The metal 2 layer:
Drawn at 6 px/um.
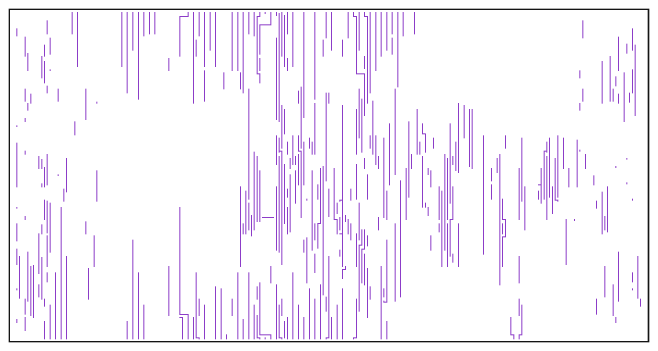
Nets reached from selected ports:
Drawn at 6 px/um.
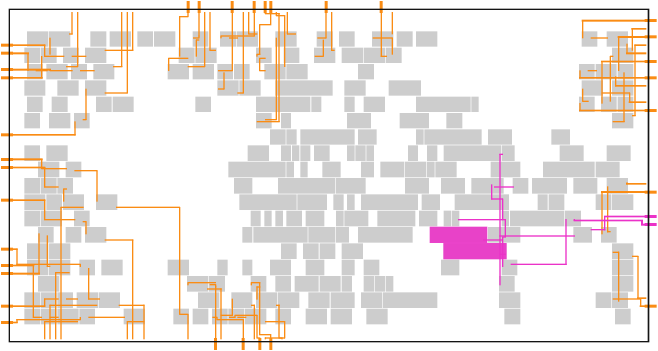
Placement view:
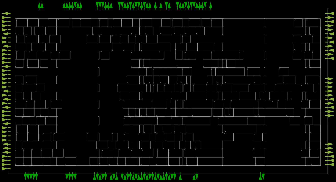
Placement by cell class:
Drawn at 3 px/um.
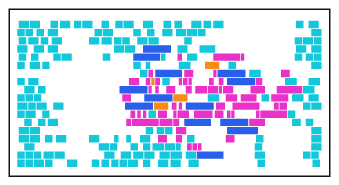
--- src/rtl/twiddle_sched_pkg.sv ---
// Shared types and helpers for the twiddle scheduler: FSM state encoding,
// clamped width helpers and the Cooley-Tukey twiddle index formula.
package ntt_pkg;

  typedef enum logic [1:0] {
    IDLE  = 2'd0,
    LOAD  = 2'd1,
    READY = 2'd2,
    RUN   = 2'd3
  } sched_state_e;

  // clog2 clamped to at least one bit so degenerate sizes still get a port
  function automatic int clog2_min1(input int value);
    int r;
    r = $clog2(value);
    return (r < 1) ? 1 : r;
  endfunction

  // RAM address width for a table of 'depth' twiddles
  function automatic int aw_of(input int depth);
    return clog2_min1(depth);
  endfunction

  // Stage index width for 'logn' stages
  function automatic int sw_of(input int logn);
    return clog2_min1(logn);
  endfunction

  // Twiddle table index for butterfly j of stage s: keep the low s bits of j
  // and scale them up so the stride halves every stage.
  function automatic int tw_index(input int s, input int j, input int logn);
    return (j & ((1 << s) - 1)) << (logn - 1 - s);
  endfunction

endpackage

--- src/rtl/twiddle_sched_addr_gen.sv ---
// Stage/butterfly counters for the replay phase. Produces the twiddle read
// address from the registered counters and flags the final butterfly.
module twiddle_addr_gen
  import ntt_pkg::*;
#(
  parameter int N = 8,
  localparam int DEPTH = N / 2,
  localparam int LOGN = $clog2(N),
  localparam int AW = aw_of(DEPTH),
  localparam int SW = sw_of(LOGN)
) (
  input  logic          clk,
  input  logic          rst_n,
  input  logic          clr,
  input  logic          adv,
  output logic [SW-1:0] stage,
  output logic [AW-1:0] bfly,
  output logic          last,
  output logic [AW-1:0] addr
);

  localparam logic [AW-1:0] J_MAX = AW'(DEPTH - 1);
  localparam logic [SW-1:0] S_MAX = SW'(LOGN - 1);

  // Last-butterfly flag and read address, purely from the counters
  always_comb begin
    last = (stage == S_MAX) && (bfly == J_MAX);
    addr = AW'(tw_index(int'(stage), int'(bfly), LOGN));
  end

  // Walk j within a stage, then step s; wrap both after the final butterfly
  always_ff @(posedge clk or negedge rst_n) begin
    if (!rst_n) begin
      stage <= '0;
      bfly  <= '0;
    end else if (clr) begin
      stage <= '0;
      bfly  <= '0;
    end else if (adv) begin
      if (last) begin
        stage <= '0;
        bfly  <= '0;
      end else if (bfly == J_MAX) begin
        bfly  <= '0;
        stage <= stage + 1'b1;
      end else begin
        bfly <= bfly + 1'b1;
      end
    end
  end

endmodule

--- src/rtl/twiddle_sched.sv ---
// Twiddle RAM controller: loads N/2 twiddles from a stream into sequential
// RAM addresses, then replays them stage by stage in Cooley-Tukey order.
//
// Handshakes: a transfer happens on a rising clock edge where valid and ready
// are both high. A source holding valid keeps its data stable until the
// transfer; ready may change freely and never depends on valid here.
module twiddle_sched
  import ntt_pkg::*;
#(
  parameter int W = 32,
  parameter int N = 8,
  localparam int DEPTH = N / 2,
  localparam int LOGN = $clog2(N),
  localparam int AW = aw_of(DEPTH),
  localparam int SW = sw_of(LOGN)
) (
  input  logic          clk,
  input  logic          rst_n,
  input  logic          load_start,
  input  logic          load_valid,
  output logic          load_ready,
  input  logic [W-1:0]  load_data,
  output logic          ram_write_en,
  output logic [AW-1:0] ram_write_addr,
  output logic [W-1:0]  ram_write_data,
  output logic [AW-1:0] ram_read_addr,
  input  logic [W-1:0]  ram_read_data,
  input  logic          ram_full,
  input  logic          start,
  output logic          tw_valid,
  input  logic          tw_ready,
  output logic [W-1:0]  tw_data,
  output logic [SW-1:0] tw_stage,
  output logic [AW-1:0] tw_bfly,
  output logic          tw_last,
  output logic          loaded,
  output logic          busy,
  output logic          done,
  output logic [1:0]    dbg_state
);

  localparam logic [AW-1:0] WR_MAX = AW'(DEPTH - 1);

  sched_state_e  state;
  logic [AW-1:0] wr_cnt;
  logic          adv;
  logic          clr;
  logic          last_raw;

  // A run begins only from READY with a complete table; a reload request wins
  assign clr = (state == READY) && start && loaded && !load_start;
  assign adv = tw_valid && tw_ready;

  // Load path drives the RAM write port directly from the stream
  assign ram_write_en   = load_valid && load_ready;
  assign ram_write_addr = wr_cnt;
  assign ram_write_data = load_data;

  // Replay data comes straight from the asynchronous-read RAM
  assign tw_data   = ram_read_data;
  assign tw_last   = tw_valid && last_raw;
  assign dbg_state = state;

  twiddle_addr_gen #(
    .N(N)
  ) u_addr_gen (
    .clk  (clk),
    .rst_n(rst_n),
    .clr  (clr),
    .adv  (adv),
    .stage(tw_stage),
    .bfly (tw_bfly),
    .last (last_raw),
    .addr (ram_read_addr)
  );

  // Scheduler FSM with registered status and handshake outputs
  always_ff @(posedge clk or negedge rst_n) begin
    if (!rst_n) begin
      state      <= IDLE;
      wr_cnt     <= '0;
      load_ready <= 1'b0;
      tw_valid   <= 1'b0;
      loaded     <= 1'b0;
      busy       <= 1'b0;
      done       <= 1'b0;
    end else begin
      done <= 1'b0;
      case (state)
        IDLE: begin
          if (load_start) begin
            state      <= LOAD;
            wr_cnt     <= '0;
            load_ready <= 1'b1;
            busy       <= 1'b1;
          end
        end
        LOAD: begin
          if (ram_write_en) begin
            if (wr_cnt == WR_MAX) begin
              state      <= READY;
              load_ready <= 1'b0;
              busy       <= 1'b0;
            end else begin
              wr_cnt <= wr_cnt + 1'b1;
            end
          end
        end
        READY: begin
          if (load_start) begin
            state      <= LOAD;
            wr_cnt     <= '0;
            load_ready <= 1'b1;
            busy       <= 1'b1;
            loaded     <= 1'b0;
          end else begin
            loaded <= ram_full;
            if (start && loaded) begin
              state    <= RUN;
              tw_valid <= 1'b1;
              busy     <= 1'b1;
            end
          end
        end
        RUN: begin
          loaded <= ram_full;
          if (adv && last_raw) begin
            state    <= READY;
            tw_valid <= 1'b0;
            busy     <= 1'b0;
            done     <= 1'b1;
          end
        end
        default: state <= IDLE;
      endcase
    end
  end

endmodule

--- config.mk ---
export PLATFORM = sky130hd
export DESIGN_NAME = twiddle_sched
export DESIGN_NICKNAME = d
export VERILOG_FILES = /design/src/rtl/twiddle_sched_pkg.sv /design/src/rtl/twiddle_sched_addr_gen.sv /design/src/rtl/twiddle_sched.sv
export SDC_FILE = /design/constraint.sdc
export NUM_CORES = 1
export LEC_CHECK = 0
export CAP_MARGIN = 20
export CORE_ASPECT_RATIO = 0.5
export CORE_MARGIN = 2
export CORE_UTILIZATION = 23
export DETAILED_ROUTE_END_ITERATION = 6
export GPL_TIMING_DRIVEN = 0
export PLACE_DENSITY = 0.76
export SLEW_MARGIN = 20
export SYNTH_ARGS = -nofsm -noshare
export SYNTH_HDL_FRONTEND = slang
export SYNTH_SLANG_ARGS = --single-unit
--- constraint.sdc ---
create_clock -name clk -period 1.4 [get_ports clk]
set_clock_uncertainty 0.15 [all_clocks]
set_input_delay 0.14 -clock clk [delete_from_list [all_inputs] [get_ports clk]]
set_output_delay 0.14 -clock clk [all_outputs]
set_load 0.05 [all_outputs]
==> summary.txt <==
run results: outcome=complete, but fails checks, violated checks=setup timing, Die H=55.2 um, DP Area=approximately 2300 um^2, Seq/Total Area, Yosys=27.0%, biggest area cells=buf_4 40%, dfrtp_1 27%, ha_1 6.2%, a21oi_1 2.5%, o21ai_0 2.5%, DRT antenna net count=0, Hold WS=0.131 ns, clock-pin slew on the worst setup and hold paths=roughly 0.05 ns, # setup viols final=11, synth unique cells=26, Slew HR=59.7%, Worst R2R Start=u_addr_gen.stage[0], PwrDens=1250 nW/um^2, Data required, critical path=1.11 ns, Yosys Instances=138, Post-DP HPWL=between 2000 and 3000 um, vias in the first global route=1185, clock sink count=13, first-pass GRT wire length=5090 um, worst setup margin=-0.459 ns, wire per inst=11.4 um, DRC=0, Area Overhead vs Synth=101%, Worst setup SP type=flop, largest net degree at the start of global routing=14, fraction of layout cells with a size suffix above 1=52.7%, setup TNS=-2.25 ns, Synthesized Nets=215, cycle use final=133%, most frequent cells in the layout=74 x buf_4, 70 x clkdlybuf4s50_1, 8 x dfrtp_2, leakage=0.00107 uW, CTS tree=done
Notes on 'the metal 2 layer' above:
main direction	vertical
nets with wire on the layer	286
share of all routed wire	57%
wire length on this layer	2000 um
GR Layer Usage met2: 23.0%
routed wire length: 3510 um
via count: 1238

Notes on 'nets reached from selected ports' above:
color	port	direction	edge	end cells	buffers	wire
magenta	tw_stage	output	right	2	3	106 um
orange	ram_read_data	input	13 left, 8 top, 7 right, 4 bottom	0	64	829 um
PortBufs: 87
Ports: 152

Notes on 'placement view' above:
final core utilization: 48.5%
Core Box Area: 4980 um^2
sequential cell area share: 14.0%
FILL cells: 465

Notes on 'placement by cell class' above:
color	class	cells	share of their area
magenta	combinational and other logic	60	22%
blue	sequential cells	13	15%
orange	clock drivers and dummy loads	4	1.9%
cyan	remaining buffers and delay cells	162	61%
row cnt: 18
Finished Cell Area: 2420 um^2

## worst paths after layout
path / end / slack, ns / depth (start not counted)
hold / removal: loaded / 0.13 / 1
min in group clk: loaded / 0.33 / 3
setup / recovery: ram_read_addr[1] / -0.46 / 5
setup reg to reg: u_addr_gen.stage[1] / -0.24 / 6
max in group asynchronous: u_addr_gen.stage[0] / 0.52 / 1
hold reg to reg: busy / 0.39 / 2
## what timing repair did
| item | in CTS | in global routing |
|---|---|---|
| endpoints found under the hold margin | 0 | 0 |
| pin swaps | 5 | 6 |
| setup endpoints to repair | 24 | 16 |
| gates resized | 69 | 15 |
| setup buffers | 6 | 4 |
## area by class of cell
type                    instances  area [um^2]
well taps                      70         87.6
fillers                       465         2560
clock buffers                   4         45.0
inverters                       4         17.5
multi-input cells              56          503
plain buffers                  65          488
repair buffers                 97          936
flip-flops and latches         13          339
## power breakdown
part | internal, uW | switching, uW
logic | 765 | 1210
clock network | 201 | 129
registers | 523 | 187
total | 1490 | 1520
## metrics by stage
stage | std cells | utilization, %
after floorplan | 138 | -
after detailed placement | 295 | 45.3
after global routing | 309 | 48.5
after CTS | 305 | 47.7
after global placement | 295 | 45.3
final | 309 | 48.5
## layer usage
metal | vias up | global-route usage (%) | share of wire [%]
li1 | 595 | - | -
met1 | 570 | 11.1 | 33
met2 | 71 | 23.0 | 57
met3 | 2 | 2.93 | 9.5
met4 | 0 | 1.97 | 0.54
met5 | - | 0 | 0
## sequential cells by signal, summed over array words and instances (netlist names)
name / flops
dbg_state: 2
ram_write_addr: 2
u_addr_gen.bfly: 2
u_addr_gen.stage: 2
busy: 1
done: 1
load_ready: 1
loaded: 1
tw_valid: 1
## cell families after synthesis
family | Yosys count | synth area share, %
XOR/XNOR | 2 | 1.46
AND-OR/OR-AND | 15 | 7.28
adder cells (fa/ha/maj) | 6 | 6.24
AND/OR/NAND/NOR | 31 | 14.8
multiplexers | 2 | 1.66
flip-flops | 13 | 27.0
buffers and inverters | 69 | 41.6
## cells in the mapped netlist
cell type,instances
o21ai_0,6
mux2i_1,2
nand3_2,1
nand4b_1,1
or3b_1,1
nand3b_1,1
buf_2,1
a21oi_2,1
nand2b_1,3
and3_2,1
and4_1,1
and2_1,1
dfrtp_1,13
a32o_1,1
a21oi_1,6
ha_1,6
nand3_1,5
inv_1,4
xnor2_1,2
or3_1,1
nor2_1,6
nor4b_1,1
and4bb_2,1
a31o_2,1
nand2_1,7
buf_4,64
## critical path: stages (launching register included)
cell	delay (ns)
dfrtp_4	0.51
ha_2	0.23
xnor2_2	0.15
nand3_1	0.11
a21oi_2	0.16
buf_6	0.17
Power figures rest on the tool's default switching activity, not on a simulated workload.
